[config.mk]
export PLATFORM = sky130hd
export DESIGN_NAME = uart_tx_scheduler
export DESIGN_NICKNAME = d
export VERILOG_FILES = /design/src/rtl/uart_tx_scheduler.sv
export SDC_FILE = /design/constraint.sdc
export NUM_CORES = 1
export LEC_CHECK = 0
export ABC_CLOCK_PERIOD_IN_PS = 2000
export CORE_UTILIZATION = 32
export CTS_CLUSTER_SIZE = 16
export DETAILED_ROUTE_END_ITERATION = 16
export PLACE_DENSITY = 0.85
export SYNTH_ARGS = -nofsm -noshare
export SYNTH_HDL_FRONTEND = slang
export SYNTH_SLANG_ARGS = --single-unit
[constraint.sdc]
create_clock -name clk_i -period 2 [get_ports clk_i]
set_clock_uncertainty 0.1 [all_clocks]
set_input_delay 0.4 -clock clk_i [delete_from_list [all_inputs] [get_ports clk_i]]
set_output_delay 0.4 -clock clk_i [all_outputs]
set_load 0.01 [all_outputs]
[src/rtl/uart_tx_scheduler.sv]
// Round-robin packet arbiter and configuration sequencer in front of a UART TX FIFO.
// Define UART_TX_SCHED_WATCHDOG_EN to enable the stalled-requester watchdog (abort_o).
`timescale 1ns/1ps
module uart_tx_scheduler #(
   parameter int  N_REQ       = 4,
   parameter int  STALL_LIMIT = 1024,
   localparam int IW          = $clog2(N_REQ)
) (
   input  logic               clk_i,
   input  logic               rst_i,
   input  logic [N_REQ-1:0]   req_valid_i,
   input  logic [8*N_REQ-1:0] req_data_i,
   input  logic [N_REQ-1:0]   req_last_i,
   output logic [N_REQ-1:0]   req_ready_o,
   output logic [IW-1:0]      grant_id_o,
   output logic               grant_vld_o,
   input  logic               cfg_req_i,
   output logic               cfg_done_o,
   output logic [7:0]         tx_data_o,
   output logic               tx_fifo_write_o,
   input  logic               tx_fifo_full_i,
   input  logic               tx_fifo_empty_i,
   input  logic               tx_done_i,
   output logic               config_req_mst_o,
   input  logic               req_done_i,
   output logic               abort_o
);

   typedef enum logic [1:0] {
      S_IDLE,
      S_XFER,
      S_CFG_DRAIN,
      S_CFG_REQ
   } state_t;

   if (N_REQ < 2 || N_REQ > 16 || STALL_LIMIT < 2) begin : g_param_check
      $error("uart_tx_scheduler: N_REQ must be 2..16 and STALL_LIMIT >= 2");
   end

   state_t          state_q, state_d;
   logic [IW-1:0]   rr_ptr_q;
   logic            cfg_pending_q;
   logic            tx_pending_q;
   logic [IW-1:0]   arb_id;
   logic            arb_found;
   logic            g_valid;
   logic            g_last;
   logic            stall_hit;

   function automatic logic [IW-1:0] wrap_idx(input logic [IW-1:0] base, input int offs);
      int sum;
      sum = int'(base) + offs;
      if (sum >= N_REQ) sum = sum - N_REQ;
      return IW'(sum);
   endfunction

   // Search starts just after the last owner, so the previous winner has lowest priority.
   always_comb begin
      arb_found = 1'b0;
      arb_id    = '0;
      for (int i = 1; i <= N_REQ; i++) begin
         if (!arb_found && req_valid_i[wrap_idx(rr_ptr_q, i)]) begin
            arb_found = 1'b1;
            arb_id    = wrap_idx(rr_ptr_q, i);
         end
      end
   end

   always_comb begin
      g_valid   = 1'b0;
      g_last    = 1'b0;
      tx_data_o = '0;
      for (int k = 0; k < N_REQ; k++) begin
         if (grant_id_o == IW'(k)) begin
            g_valid   = req_valid_i[k];
            g_last    = req_last_i[k];
            tx_data_o = req_data_i[8*k +: 8];
         end
      end
   end

   always_ff @(posedge clk_i) begin
      // NOTE: sequential state uses non-blocking assignments so every flop samples pre-edge values.
      if (rst_i) state_q <= S_IDLE;
      else       state_q <= state_d;
   end

   always_comb begin
      // NOTE: every output gets a default first; a path that skips an assignment would infer a latch.
      state_d          = state_q;
      req_ready_o      = '0;
      tx_fifo_write_o  = 1'b0;
      config_req_mst_o = 1'b0;
      abort_o          = 1'b0;
      case (state_q)
         S_IDLE: begin
            if (cfg_pending_q || cfg_req_i) state_d = S_CFG_DRAIN;
            else if (arb_found)             state_d = S_XFER;
         end
         S_XFER: begin
            if (stall_hit) begin
               abort_o = 1'b1;
               state_d = S_IDLE;
            end else begin
               req_ready_o[grant_id_o] = !tx_fifo_full_i;
               tx_fifo_write_o         = g_valid && !tx_fifo_full_i;
               if (tx_fifo_write_o && g_last) state_d = S_IDLE;
            end
         end
         S_CFG_DRAIN: begin
            if (!tx_pending_q && tx_fifo_empty_i) state_d = S_CFG_REQ;
         end
         S_CFG_REQ: begin
            config_req_mst_o = 1'b1;
            if (req_done_i) state_d = S_IDLE;
         end
         default: state_d = S_IDLE;
      endcase
   end

   // tx_pending covers bytes still in flight after the FIFO reports empty.
   always_ff @(posedge clk_i) begin
      if (rst_i) begin
         grant_id_o    <= '0;
         grant_vld_o   <= 1'b0;
         rr_ptr_q      <= IW'(N_REQ - 1);
         cfg_pending_q <= 1'b0;
         tx_pending_q  <= 1'b0;
         cfg_done_o    <= 1'b0;
      end else begin
         cfg_done_o <= (state_q == S_CFG_REQ) && req_done_i;

         if (state_q == S_CFG_DRAIN && state_d == S_CFG_REQ) cfg_pending_q <= 1'b0;
         else if (cfg_req_i)                                 cfg_pending_q <= 1'b1;

         if (tx_fifo_write_o)                    tx_pending_q <= 1'b1;
         else if (tx_done_i && tx_fifo_empty_i)  tx_pending_q <= 1'b0;

         if (state_q == S_IDLE && state_d == S_XFER) begin
            grant_id_o  <= arb_id;
            grant_vld_o <= 1'b1;
         end
         // Leaving XFER happens only on a last beat or an abort; both hand priority onward.
         if (state_q == S_XFER && state_d == S_IDLE) begin
            rr_ptr_q    <= grant_id_o;
            grant_vld_o <= 1'b0;
         end
      end
   end

`ifdef UART_TX_SCHED_WATCHDOG_EN
   localparam int SW = $clog2(STALL_LIMIT + 1);
   logic [SW-1:0] stall_cnt_q;

   assign stall_hit = (state_q == S_XFER) && (stall_cnt_q == SW'(STALL_LIMIT));

   // Only cycles where the owner has nothing to offer count; FIFO back-pressure does not.
   always_ff @(posedge clk_i) begin
      if (rst_i)
         stall_cnt_q <= '0;
      else if (state_q != S_XFER || tx_fifo_write_o)
         stall_cnt_q <= '0;
      else if (!g_valid && !tx_fifo_full_i && !stall_hit)
         stall_cnt_q <= stall_cnt_q + 1'b1;
   end
`else
   assign stall_hit = 1'b0;
`endif

endmodule

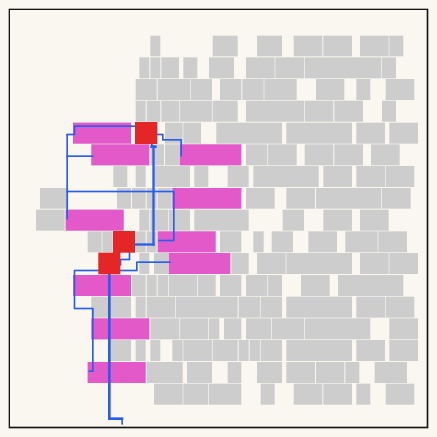
(images/clk_routes.png)
Scale: 8 px per µm.
Key: clock wires = blue [length 131 µm]; flip-flops = magenta [count 10]; clock drivers = red [count 3]
There are 4 routed clock nets.

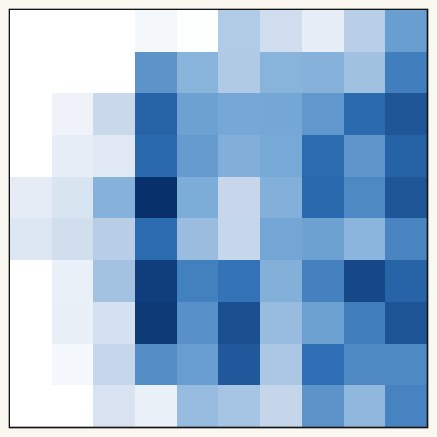
(images/metal_density.png)
Scale: 8 px per µm. 10 x 10 tiles, from white (low) to dark blue (high), scaled to the fullest tile. Values are wire area over tile area, all layers added.
44% of the tiles are over half the peak. The emptiest ninth of the die: upper left. 14% of the tiles are nearly empty. The mean over all tiles is 0.17. The fullest tile reaches 0.41.
final wirelength: 2830 µm
wire length per cell: 15.2 µm

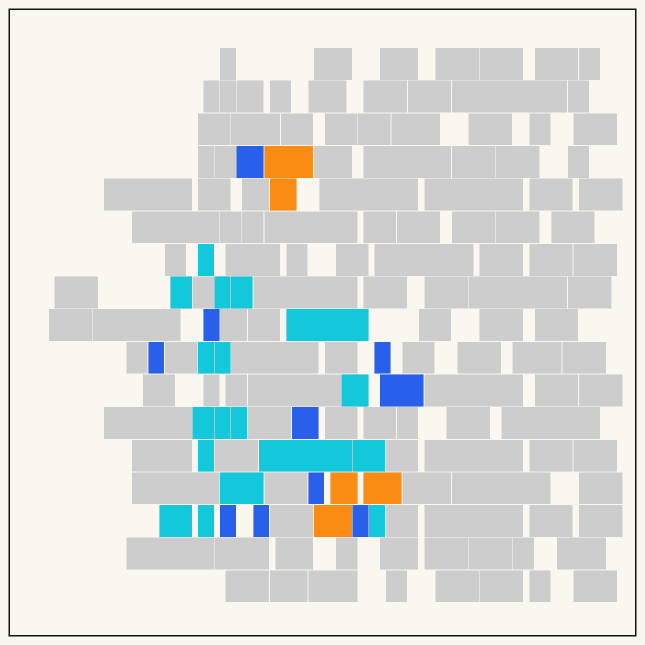
(images/logic_types.png)
Scale: 12 px per µm.
Key: AND and OR gates = orange [cells 5]; NOR gates = cyan [cells 18, most used nor2_1]; NAND gates = blue [cells 10, most used nand2_1]
most frequent logic cell in the layout: clkdlybuf4s50_1
Layout Cells excl Fill: 186
Comb area share: 0.351

==> ci_impl_report.md <==
### Yosys + OpenROAD results

| Metric | Value |
|---|---|
| Min Tclk post-route | 1940 ps |
| Clock transition at path regs | 70 ps |
| Yosys top cell by instances | dfxtp_1 |
| Reg2reg setup slack | about 400 ps |
| Leakage power | 0.653 nW |
| Hold Crit Class | flip-flop to flip-flop |
| Final #Nets | slightly above 200 |
| CP required | around 1500 ps |
| Max Freq | just over 500 MHz |
| Number of warnings in the stage logs | 27 |
| Buf+Inv Stages, Crit Path | 2 |
| Area growth, synth to finish | 96.0% |
| # setup viols final | 0 |
| Hold_ws | 361 ps |
| CP max stage delay | 480 ps |
| First-pass GRT wire length | between 4000 and 5000 µm |
| Max cap viols | 0 |
| Post-Syn Instances | about 81 |
| Site Rows | 17 |
| Placed Cells incl. Taps | 181 |
| DIE AREA | about 2700 µm² |
| Cells in synth_stat.txt | 81 |
| Pwr Density | 476 nW/µm² |
| Port Buf Inserts | 64 |
| Flop+latch power | 0.228 mW |
| Reg2reg path depth | 5 |
| Top cells excl fill/tap | clkdlybuf4s50_1 (45), buf_4 (13), mux4_2 (9), nor2_1 (9) |
| Hpwl dp | 2260 µm |
| Synth warnings | 0 |
| Critical path fanouts, max | 1 |
| Synth area leaders | mux4_2 (25%), dfxtp_1 (25%), a21oi_1 (5.0%), nor2_1 (4.2%), mux4_1 (3.3%) |
| I/O pin count | 66 |
| Clock group | between 0.15 and 0.2 mW |
| FP Util | 0.350 |
| EDFF count, synth | 0 |
| Pint | 0.541 mW |
| Vias | 939 |
| CP max stage cell | mux4_2 |
| Max Buffers Root-to-Sink | 2 |
| Mean Syn Cell Area | 9.92 µm² |
| Switching power total | 0.209 mW |
| Fin. Hold Viols | 0 |
| Detailed-route vias per instance | 5.05 |
| CP Data Arrival Time | 1440 ps |
| Number of antenna repair diodes | 0 |
| Cell depth of the worst hold path | 2 |
| Biggest regs | grant_id_o x2, rr_ptr_q x2, state_q x2 |
| Comb. pwr | 0.340 mW |
| Final Cell Area | 1570 µm² |
| Postcts setup bufs | 2 |
| Largest net degree at the start of global routing | 17 |
| Dpl ws | -473 ps |
| Tot Pwr | 0.750 mW |
| Placed inst area | 1550 µm² |
| Critical Path, Cell by Cell | clkdlybuf4s50_1 -> mux4_2 -> buf_2 |
| Asr flop ratio synth | 0 |
| Hold Path End | grant_vld_o$_SDFFE_PP0P_ |
| RSZ-0062 raised after global routing | no |
| Gr ovfl total | 0 |
| Cts bufs inserted | 3 |
| WP depth | 3 |
| Antenna violations before repair | 0 |
| YS chip area | 803 µm² |
| Initial drt markers | 17 |
| Cell Type Count | 33 |
| Post-route setup TNS | 0 ps |
| CP delay by family, top | buffers and inverters |
| Area leader, netlist | mux4_2 |
| Reg2reg end | state_q[0]$_SDFF_PP0_ |
| Core box area | 2300 µm² |
| Register area share after synthesis | 0.249 |
| Seq cells post-synth | 10 |
| Critical path origin | req_data_i[24] |
| Final Max Slew Viols | 0 |
| Pre-antenna DRT Iters | 4 |
| Sw Share | 0.279 |
| Skew-Pair Late Insertion Delay | 270 ps |
| Root buf cell | clkbuf_4 |
| Status | finished clean |
| Clock network power share | 0.243 |
| Die X | 52.1 µm |
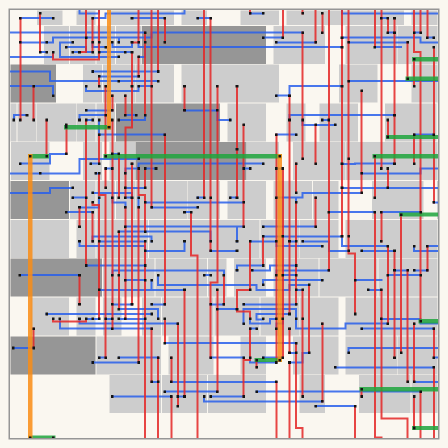
(images/detail.png)
Region (11, 1) to (41, 31) µm. Cells in gray, sequential cells in the stronger gray; small squares are vias.
Key: metal 4 = orange; metal 2 = red; metal 3 = green; metal 1 = blue
Netlist names of flops here include state_q (2). Most frequent: clkdlybuf4s50_1 (14), nor2_1 (8), buf_4 (8). Sequential cells in the window: 6. 77 logic cells have their middle in the window.

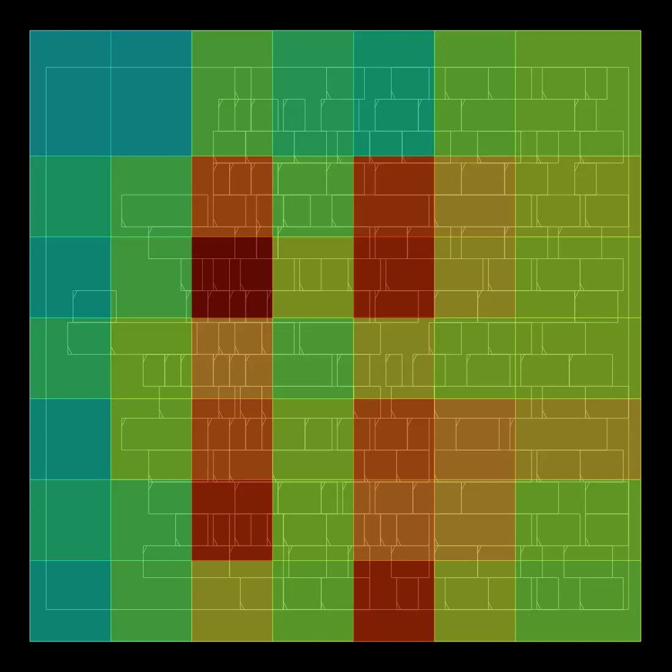
(images/congestion.png)
GR peak layer: met2
Total GRT Usage: 0.209
met1 GRT Util: 0.209
met3 usage: 0.0614

==> per-layer routing <==
layer | vias up | part of all wire | global-route usage
met5 | - | 0 | 0
met4 | 0 | 0.016 | 0.117
met3 | 6 | 0.10 | 0.0614
met2 | 46 | 0.50 | 0.378
met1 | 428 | 0.38 | 0.209
li1 | 459 | - | -
==> cell families after synthesis <==
logic type,after synthesis,share of synthesized area
mux,10,0.285
other cells,1,0.00467
buf+inv,10,0.0716
simple gates,33,0.254
compound gates,17,0.136
flops,10,0.249
==> layout make-up <==
| type | count | area (µm²) |
|---|---|---|
| Inverter | 4 | 15.0 |
| Multi-Input combinational cell | 61 | 552 |
| Fill cell | 165 | 723 |
| Timing Repair Buffer | 79 | 729 |
| Tap cell | 28 | 35.0 |
| Sequential cell | 10 | 206 |
| Clock buffer | 4 | 36.3 |
Power and IR drop assume default switching activity.
